Figure 1. A small window of the routed layout (run 1).
Region (65, 13) to (90, 38) um. Cells in gray, sequential cells in the stronger gray; small squares are vias.
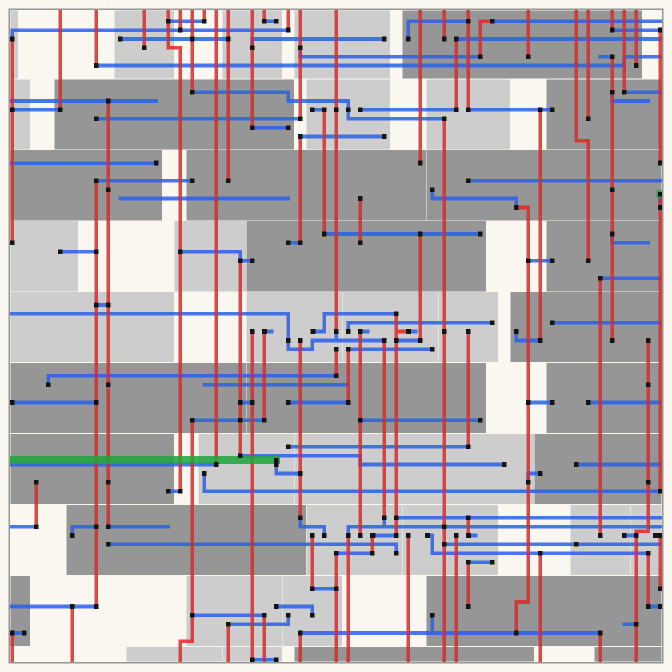
Figure 2. Power grid (run 1).
The bar under the picture is 20 um long. Pins as bars on the die edge. Tap cells in gray.
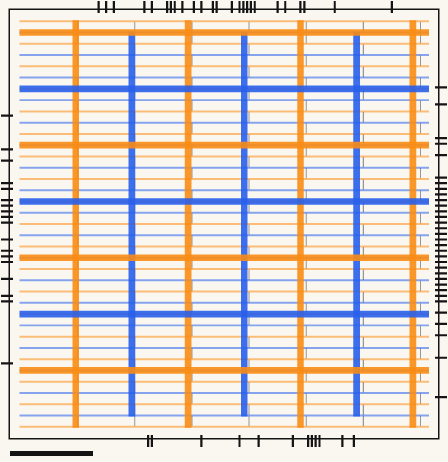
Figure 3. Signal wires by layer (run 1).
Only two layers are drawn.
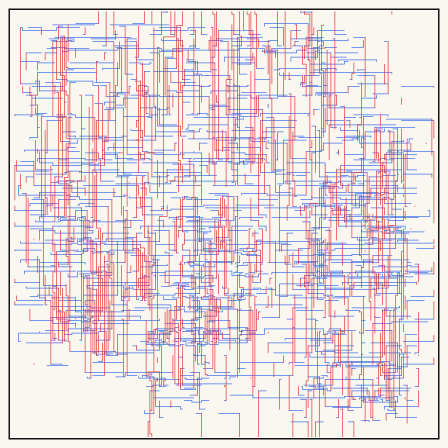
`config.mk`:
```
export PLATFORM = sky130hd
export DESIGN_NAME = spi_slave_regs
export DESIGN_NICKNAME = d
export VERILOG_FILES = /design/src/rtl/spi_slave_regs.sv
export SDC_FILE = /design/constraint.sdc
export NUM_CORES = 1
export LEC_CHECK = 0
export CORE_MARGIN = 2
export CORE_UTILIZATION = 58
export CTS_CLUSTER_DIAMETER = 120
export DETAILED_ROUTE_END_ITERATION = 10
export PLACE_DENSITY = 0.91
export SYNTH_ARGS = -nofsm -noshare
export SYNTH_HDL_FRONTEND = slang
export SYNTH_SLANG_ARGS = --single-unit
```
`constraint.sdc`:
```
create_clock -name clk_clk -period 4 [get_ports clk_clk]
set_input_delay 0.4 -clock clk_clk [delete_from_list [all_inputs] [get_ports clk_clk]]
set_output_delay 0.4 -clock clk_clk [all_outputs]
set_load 0.1 [all_outputs]
```
`src/rtl/spi_slave_regs.sv`:
```
// SPI mode-0 register slave: 8-bit command + 32 data bits, oversampled.
// Ports: clk/reset, SPI pins, wr strobe bus, rd request bus, frame_err.
module spi_slave_regs #(
  parameter int ADDR_W      = 7,
  parameter int DATA_W      = 32,
  parameter int SYNC_STAGES = 2
) (
  input  logic              clk_clk,
  input  logic              reset_reset_n,
  input  logic              spi_sclk,
  input  logic              spi_mosi,
  input  logic              spi_ss_n,
  output logic              spi_miso,
  output logic              spi_miso_oe,
  output logic              wr_valid,
  output logic [ADDR_W-1:0] wr_addr,
  output logic [DATA_W-1:0] wr_data,
  output logic              rd_req,
  output logic [ADDR_W-1:0] rd_addr,
  input  logic [DATA_W-1:0] rd_data,
  output logic              frame_err
);

  localparam int CMD_W      = 8;
  localparam int FRAME_BITS = CMD_W + DATA_W;
  localparam int CNT_W      = $clog2(FRAME_BITS + 1);

  localparam logic [CNT_W-1:0] CMD_LAST  = CNT_W'(CMD_W - 1);
  localparam logic [CNT_W-1:0] DATA_LAST = CNT_W'(FRAME_BITS - 1);
  localparam logic [CNT_W-1:0] FULL      = CNT_W'(FRAME_BITS);

  typedef enum logic [2:0] {
    WAIT_IDLE,
    IDLE,
    CMD,
    DATA,
    DONE
  } state_t;

  state_t state, state_n;

  logic [SYNC_STAGES-1:0] sclk_sync, mosi_sync, ss_sync;
  logic sclk_s, mosi_s, ss_s;
  logic sclk_d, ss_d;
  logic sclk_rise, sclk_fall, ss_rise, ss_fall;

  logic [CNT_W-1:0]  cnt;
  logic [CMD_W-1:0]  cmd_sr, cmd_next;
  logic [DATA_W-1:0] rx_sr, tx_sr;
  logic [1:0]        rd_pipe;
  logic              overrun;

  logic active, frame_end, bit_in, cmd_last;
  logic rd_fire, wr_fire, err_fire, len_ok;
  logic ovr_set, tx_step;

  // Sync chains reset to 0 so a frame already under way at reset
  // never looks like a fresh SS_n fall.
  always_ff @(posedge clk_clk or negedge reset_reset_n) begin
    if (!reset_reset_n) begin
      sclk_sync <= '0;
      mosi_sync <= '0;
      ss_sync   <= '0;
      sclk_d    <= 1'b0;
      ss_d      <= 1'b0;
    end else begin
      sclk_sync <= {sclk_sync[SYNC_STAGES-2:0], spi_sclk};
      mosi_sync <= {mosi_sync[SYNC_STAGES-2:0], spi_mosi};
      ss_sync   <= {ss_sync[SYNC_STAGES-2:0], spi_ss_n};
      sclk_d    <= sclk_s;
      ss_d      <= ss_s;
    end
  end

  assign sclk_s    = sclk_sync[SYNC_STAGES-1];
  assign mosi_s    = mosi_sync[SYNC_STAGES-1];
  assign ss_s      = ss_sync[SYNC_STAGES-1];
  assign sclk_rise = sclk_s & ~sclk_d;
  assign sclk_fall = ~sclk_s & sclk_d;
  assign ss_rise   = ss_s & ~ss_d;
  assign ss_fall   = ~ss_s & ss_d;
  assign cmd_next  = {cmd_sr[CMD_W-2:0], mosi_s};

  assign spi_miso_oe = ~ss_s & (state != WAIT_IDLE);

  always_ff @(posedge clk_clk or negedge reset_reset_n) begin
    if (!reset_reset_n) state <= WAIT_IDLE;
    else                state <= state_n;
  end

  always_comb begin
    state_n = state;
    unique case (state)
      WAIT_IDLE: if (ss_s) state_n = IDLE;
      IDLE:      if (ss_fall) state_n = CMD;
      CMD: begin
        if (ss_rise)       state_n = IDLE;
        else if (cmd_last) state_n = DATA;
      end
      DATA: begin
        if (ss_rise) state_n = IDLE;
        else if (bit_in && cnt == DATA_LAST)
          state_n = DONE;
      end
      DONE:      if (ss_rise) state_n = IDLE;
      default:   state_n = WAIT_IDLE;
    endcase
  end

  // SS_n rise outranks a coincident SCLK edge.
  always_comb begin
    active    = (state == CMD) || (state == DATA)
             || (state == DONE);
    frame_end = active && ss_rise;
    bit_in    = sclk_rise && !ss_rise
             && ((state == CMD) || (state == DATA));
    cmd_last  = bit_in && (state == CMD)
             && (cnt == CMD_LAST);
    rd_fire   = cmd_last && !cmd_next[CMD_W-1];
    len_ok    = (cnt == FULL) && !overrun;
    wr_fire   = frame_end && len_ok && cmd_sr[CMD_W-1];
    err_fire  = frame_end && (cnt != '0) && !len_ok;
    ovr_set   = (state == DONE) && sclk_rise && !ss_rise;
    tx_step   = sclk_fall && !ss_rise
             && ((state == DATA) || (state == DONE));
  end

  always_ff @(posedge clk_clk or negedge reset_reset_n) begin
    if (!reset_reset_n) begin
      wr_valid  <= 1'b0;
      wr_addr   <= '0;
      wr_data   <= '0;
      rd_req    <= 1'b0;
      rd_addr   <= '0;
      frame_err <= 1'b0;
      spi_miso  <= 1'b0;
      cnt       <= '0;
      cmd_sr    <= '0;
      rx_sr     <= '0;
      tx_sr     <= '0;
      rd_pipe   <= '0;
      overrun   <= 1'b0;
    end else begin
      wr_valid  <= wr_fire;
      rd_req    <= rd_fire;
      frame_err <= err_fire;
      rd_pipe   <= {rd_pipe[0], rd_fire};
      if (wr_fire) begin
        wr_addr <= cmd_sr[ADDR_W-1:0];
        wr_data <= rx_sr;
      end
      if (rd_fire) rd_addr <= cmd_next[ADDR_W-1:0];
      if (state == IDLE && ss_fall) begin
        cnt      <= '0;
        cmd_sr   <= '0;
        overrun  <= 1'b0;
        spi_miso <= 1'b0;
      end
      if (frame_end) spi_miso <= 1'b0;
      if (bit_in) begin
        cnt <= cnt + 1'b1;
        if (state == CMD) cmd_sr <= cmd_next;
        else rx_sr <= {rx_sr[DATA_W-2:0], mosi_s};
      end
      if (ovr_set) overrun <= 1'b1;
      // Read data lands two clocks after rd_req; write
      // frames keep MISO low whatever the shifter holds.
      if (rd_pipe[1]) begin
        tx_sr <= rd_data;
      end else if (tx_step) begin
        spi_miso <= ~cmd_sr[CMD_W-1] & tx_sr[DATA_W-1];
        tx_sr    <= {tx_sr[DATA_W-2:0], 1'b0};
      end
    end
  end

endmodule

```
==> flow_summary_export.csv, run 1 <==
group,metric,value,unit
synthesis,avgSynthCellArea,14.2,um^2
pwr,ir_worst_vdd,0.000347,V
min_path,min_path_type,"in -> async",
clocking,root_buffer,"clkbuf_8",
synthesis,yosys-mux-area-fraction,0.167,
floorplan,row_count,36,
synthesis,yosys_warnings,0,
final_timing,fin_crit_sh,0.747,
global_routing,use_met2,0.385,
floorplan,chipArea,10700,um^2
critical_path,start_kind,"register",
final_timing,setup_slack,1.01,ns
global_routing,grt_pass1_wl,19100,um
synthesis,synthSimpleGateAreaFrac,0.0990,
finish,syn_to_final_growth,27.0,%
final_timing,maxSlewHeadroom,0.210,
critical_path,r2r_end,"wr_addr[2]",
clocking,hold_buffers,0,
clocking,clkTransAtPathRegs,0.06,ns
floorplan,io_pins,88,
synthesis,ys_cells,404,
critical_path,r2r_start,"ss_sync[1]",
final_timing,fmax,335,MHz
finish,fin_area,7270,um^2
synthesis,synth.most_common_cell,"dfrtp_1",
clocking,cts_max_level,4,
critical_path,r2r_cells,5,
final_timing,worstMarginPinSlew,1.18,ns
placed_design,portBuffers,87,
finish,nNetsFinal,531,
critical_path,rrSetupSlack,1.11,ns
synthesis,flop_cell,"dfrtp_1",
global_routing,grt.overflow.total,0,
critical_path,critPathSlowestCell,"clkdlybuf4s50_1",
clocking,post-cts-setup-buffers,0,
synthesis,synthArstFlopShare,1.00,
clocking,clock_sink_count,141,
job,warning_count,30,
final_timing,timing.hold.ws,-0.0500,ns
route,drc,0,
global_routing,antenna_found_initial,0,
critical_path,crit_path_end_kind,"output port",
final_timing,rsz0062_at_grt,"false",
critical_path,cp_num_cells,3,
finish,final_common_cell,"dfrtp_1",
final_timing,min_period,2.99,ns
global_routing,grt_util_met3,0.0625,
clocking,clk_latency,0.52,ns
global_routing,grt_max_degree,112,
global_routing,grt_pass1_vias,3791,
final_timing,setup_violations,0,
final_timing,timing_hold_violations_final,16,
finish,reg_top3,"rx_sr x32, tx_sr x32, wr_data x32",
placed_design,post-place-cells,606,
outcome,status,"complete, but fails checks",
critical_path,crit_family,"buffers and inverters",
synthesis,ys_sh_aoi,0.0859,
pwr,power_density,470,nW/um^2
clocking,cts_buffers,17,
route,postRouteAntennaNets,0,
route,dr_wl_met3,535,um
route,m1WireLength,5120,um
global_routing,grt_busiest_layer,"met2",
synthesis,ys_seq_frac,0.616,
synthesis,yosysTopAreaCell,"dfrtp_1",
critical_path,crit_arrival,2.59,ns
synthesis,synthCells,404,
finish,drive_gt1_frac,0.208,
route,wl_met2,6000,um
final_timing,finalSetupTns,0,ns
synthesis,topCellsByArea,"dfrtp_1 (62%), mux2_2 (10%), a221o_1 (5.4%), mux2_1 (4.1%), and2_1 (3.4%)",
floorplan,die_h,103,um
synthesis,ys_sh_adder,0.00437,
finish,final_cell_mix,"dfrtp_1 (141), clkdlybuf4s50_1 (86), mux2_2 (52)",
synthesis,top_cells_by_count,"dfrtp_1 (141), mux2_2 (52), a221o_1 (31), and2_1 (31), nand2_1 (23)",
floorplan,die_w,103,um
placed_design,preCtsSetupSlack,1.12,ns
critical_path,critPathMaxFanout,13,
placed_design,gp_congestion,0.847,
route,drt_iter0_markers,273,
job,drv_cap,0,
clocking,ctsResizeCount,0,
finish,instances_no_fill,638,
critical_path,crit_type,"reg -> out",
outcome,failed_checks,"negative hold slack",
final_timing,clock-skew-final,0.0102,ns
pwr,p_leak,3.46,nW
synthesis,synth.distinct_cells,45,
synthesis,synthTopLogicFamily,"multiplexers",
final_timing,drv_slew,0,
route,vias_per_cell,5.73,
synthesis,synth-seq-cells,141,
synthesis,syn-num-nets,443,
floorplan,fp_util,0.591,
synthesis,synth_area,5730,um^2
critical_path,cp_num_buf_inv,1,
critical_path,crit_chain,"nor3_1 > nor2_1 > clkdlybuf4s50_1",
synthesis,yosys_area,5730,um^2
clocking,cts_tree,"yes",
synthesis,edf_count,0,
route,routed.top_layer,"met4",
critical_path,startpoint,"state[0]",
placed_design,dpl_cell_area,6680,um^2
finish,n_antenna_cell,0,
synthesis,top_area_frac,0.616,
synthesis,synth-xor-area-share,0.00153,
floorplan,core-area,9680,um^2
global_routing,grt.met1_usage,0.311,
critical_path,worstPathRequired,3.60,ns
finish,fin_util,0.751,
placed_design,hpwl,7130,um
critical_path,crit_end,"spi_miso_oe",
route,first_pass_iters,4,
critical_path,slowest_delay,1.15,ns
clocking,clock_path_buffers,2,
About Figure 1:
[red] met2
[blue] met1
[green] met3
cells with their middle in the window: 31
sequential cells in the window: 13
netlist names of flops here include: tx_sr (12), spi_miso (1)
most frequent: dfrtp_1 (13), and2_1 (5), a221o_1 (4)

About Figure 2:
[orange] VSS
[blue] VDD
met1 rails: 37
met4 straps: 7
met5 straps: 7
signal pins: 88

About Figure 3:
[red] met2 | wire length: 6000 um
[blue] met1 | wire length: 5120 um
vias: 3653
total track usage: 0.238
final wirelength: 11800 um
drt wl/cell: 18.6 um

## run 1: cell type report
type / instances / area (um^2)
inverter: 4 / 15.0
sequential: 141 / 3530
fill: 603 / 2410
clock buffer: 17 / 414
multi-input combinational: 237 / 2070
tap: 133 / 166
timing repair buffer: 91 / 902
clock inverter: 15 / 178
## run 1: power by group
group / internal (mW) / leakage (nW) / switching, mW
Clock: 0.911 / 0.282 / 0.653
Sequential: 1.48 / 1.94 / 0.0755
Combinational: 0.121 / 1.24 / 0.184
## run 1: metrics by stage
stage	power (mW)	hold WS (ns)
2_1_floorplan	1.76	0.104
3_3_place_gp	1.86	0.333
3_5_place_dp	1.88	0.341
4_1_cts	3.46	0.0271
5_1_grt	3.56	0.0630
6_report	3.42	-0.0500
==> run 1 -> run 2 <==
CORE_UTILIZATION = 48   (was 58)
PLACE_DENSITY = 0.81   (was 0.91)
clock period = 2.6 ns   (was 4 ns; I/O delays follow)
Figure 4. Signal wires by layer (run 2).
Only two layers are drawn.
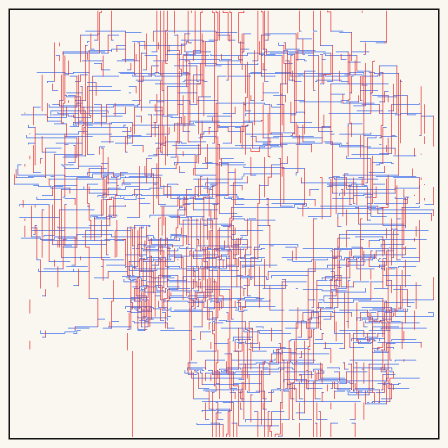
final wirelength: 10800 um
vias: 3573

Figure 5. M4 wires (run 2).
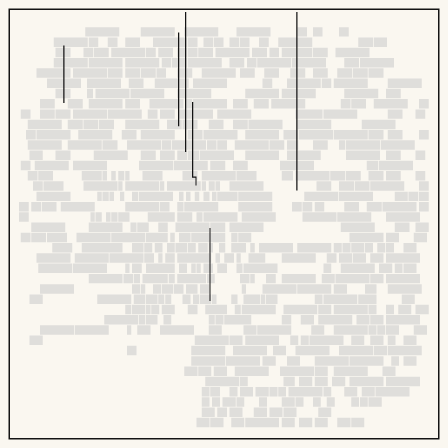
main direction: vertical
wire length on this layer: 165 um
share of all routed wire: 1.5%

==> flow_summary_export.csv, run 2 <==
group,metric,value,unit
final_timing,clock-skew-final,0.00699,ns
final_timing,setup_violations,0,
floorplan,row_count,39,
clocking,cts_tree,"yes",
global_routing,grt_pass1_vias,3704,
clocking,post-cts-setup-buffers,0,
placed_design,post-place-cells,621,
global_routing,grt_pass1_wl,18300,um
route,postRouteAntennaNets,0,
finish,nClkBuffers,18,
final_timing,rsz0062_at_grt,"false",
final_timing,fin_crit_sh,0.900,
critical_path,startpoint,"state[1]",
synthesis,yosysTopAreaCell,"dfrtp_1",
synthesis,synthCells,404,
finish,fin_area,7210,um^2
floorplan,die_w,113,um
finish,dominant_cells,"flip-flops and latches",
pwr,ir_worst_vdd,0.000479,V
floorplan,n_tap_cell,143,
outcome,status,"complete, but fails checks",
finish,instances_no_fill,654,
placed_design,gp_congestion,0.797,
global_routing,antenna_found_initial,0,
finish,final_cell_mix,"dfrtp_1 (141), buf_4 (58), mux2_2 (52)",
synthesis,avgSynthCellArea,14.2,um^2
final_timing,min_period,2.34,ns
global_routing,grt_max_degree,81,
finish,buf_share,0.117,
synthesis,synthTopLogicFamily,"multiplexers",
final_timing,fmax,427,MHz
route,first_pass_iters,8,
clocking,cts_buffers,17,
critical_path,crit_family,"AND-OR/OR-AND gates",
route,avgRoutedWirePerCell,16.5,um
synthesis,topCellsByArea,"dfrtp_1 (62%), mux2_2 (10%), a221o_1 (5.4%), mux2_1 (4.1%), and2_1 (3.4%)",
finish,seq-cell-share,0.489,
clocking,clk_latency,0.41,ns
floorplan,die_h,113,um
finish,fin_util,0.626,
synthesis,synth.distinct_cells,45,
synthesis,ys_sh_aoi,0.0859,
clocking,ctsResizeCount,0,
final_timing,timing_hold_violations_final,0,
synthesis,synth_area,5730,um^2
finish,comb_area_frac,0.287,
synthesis,synth-xor-area-share,0.00153,
floorplan,fp_util,0.497,
clocking,clock_sink_count,141,
finish,nNetsFinal,537,
finish,reg_top3,"rx_sr x32, tx_sr x32, wr_data x32",
route,vias_per_cell,5.46,
synthesis,syn-num-nets,443,
critical_path,crit_path_end_kind,"register",
route,drc,8,
synthesis,yosys_warnings,0,
critical_path,crit_chain,"and2b_2 > a21oi_2 > o31a_1 > a221o_1",
floorplan,chipArea,12800,um^2
synthesis,ys_sh_adder,0.00437,
route,drt_iter0_markers,353,
finish,clkCellAreaFrac,0.0794,
finish,nNonClkBuffers,97,
final_timing,maxSlewHeadroom,0.203,
floorplan,core-area,11500,um^2
clocking,hold_buffers,1,
critical_path,crit_arrival,2.68,ns
synthesis,ys_cells,404,
critical_path,critPathMaxFanout,32,
final_timing,timing.hold.ws,0.222,ns
finish,drive_gt1_frac,0.315,
finish,n_antenna_cell,0,
critical_path,start_kind,"register",
pwr,p_leak,3.60,nW
finish,inv_count,4,
synthesis,ys_seq_frac,0.616,
final_timing,setup_slack,0.259,ns
clocking,cts_max_level,4,
final_timing,drv_slew,0,
synthesis,top_area_frac,0.616,
min_path,min_path_type,"in -> async",
finish,final_common_cell,"dfrtp_1",
finish,comb_area,2070,um^2
finish,register_area,3530,um^2
critical_path,r2r_start,"state[1]",
critical_path,cp_num_buf_inv,0,
final_timing,worstMarginPinSlew,1.20,ns
synthesis,synth.most_common_cell,"dfrtp_1",
job,drv_cap,0,
clocking,clkTransAtPathRegs,0.06,ns
critical_path,worstPathRequired,2.94,ns
synthesis,yosys_area,5730,um^2
outcome,failed_checks,"design-rule violations",
synthesis,synthArstFlopShare,1.00,
pwr,totalPowerFinal,5.18,mW
critical_path,slowest_delay,0.96,ns
finish,syn_to_final_growth,26.0,%
placed_design,portBuffers,87,
synthesis,top_cells_by_count,"dfrtp_1 (141), mux2_2 (52), a221o_1 (31), and2_1 (31), nand2_1 (23)",
synthesis,synthSimpleGateAreaFrac,0.0990,
synthesis,synth-seq-cells,141,
final_timing,finalSetupTns,0,ns
placed_design,dpl_cell_area,6630,um^2
finish,seq_cell_count,141,
finish,fill_cells,845,
global_routing,grt.overflow.total,0,
pwr,power_density,718,nW/um^2
placed_design,hpwl,7030,um
job,warning_count,27,
synthesis,edf_count,0,
critical_path,critPathSlowestCell,"o31a_1",
floorplan,io_pins,88,
synthesis,flop_cell,"dfrtp_1",
synthesis,yosys-mux-area-fraction,0.167,
placed_design,preCtsSetupSlack,0.274,ns
global_routing,grt_usage,0.178,
clocking,clock_path_buffers,2,
clocking,root_buffer,"clkbuf_16",
critical_path,crit_type,"reg -> reg",
finish,comb_cells,237,
-- run 2: worst paths after layout --
path | cells after the start | to | slack (ns)
worst min register to register | 0 | ss_sync[1] | 0.35
worst max-delay path | 4 | tx_sr[9] | 0.26
worst min-delay path | 2 | rx_sr[13] | 0.22
max in group asynchronous | 3 | rx_sr[24] | 1.55
worst max register to register | 4 | tx_sr[9] | 0.26
min in group clk_clk | 1 | mosi_sync[0] | 0.29
-- run 2: where the power goes --
group          switching [mW]  leakage (nW)  internal [mW]  total [mW]
sequential              0.109          1.94           2.27        2.38
clock                   0.964         0.284           1.36        2.33
combinational           0.275          1.38          0.192       0.468
total                    1.35          3.60           3.83        5.18
-- run 2: routing by layer --
metal,GRT usage,routed length (um)
met4,0.0724,164
met2,0.275,5230
met1,0.244,4920
met5,0,0
met3,0.0450,482
Power and IR drop assume default switching activity.
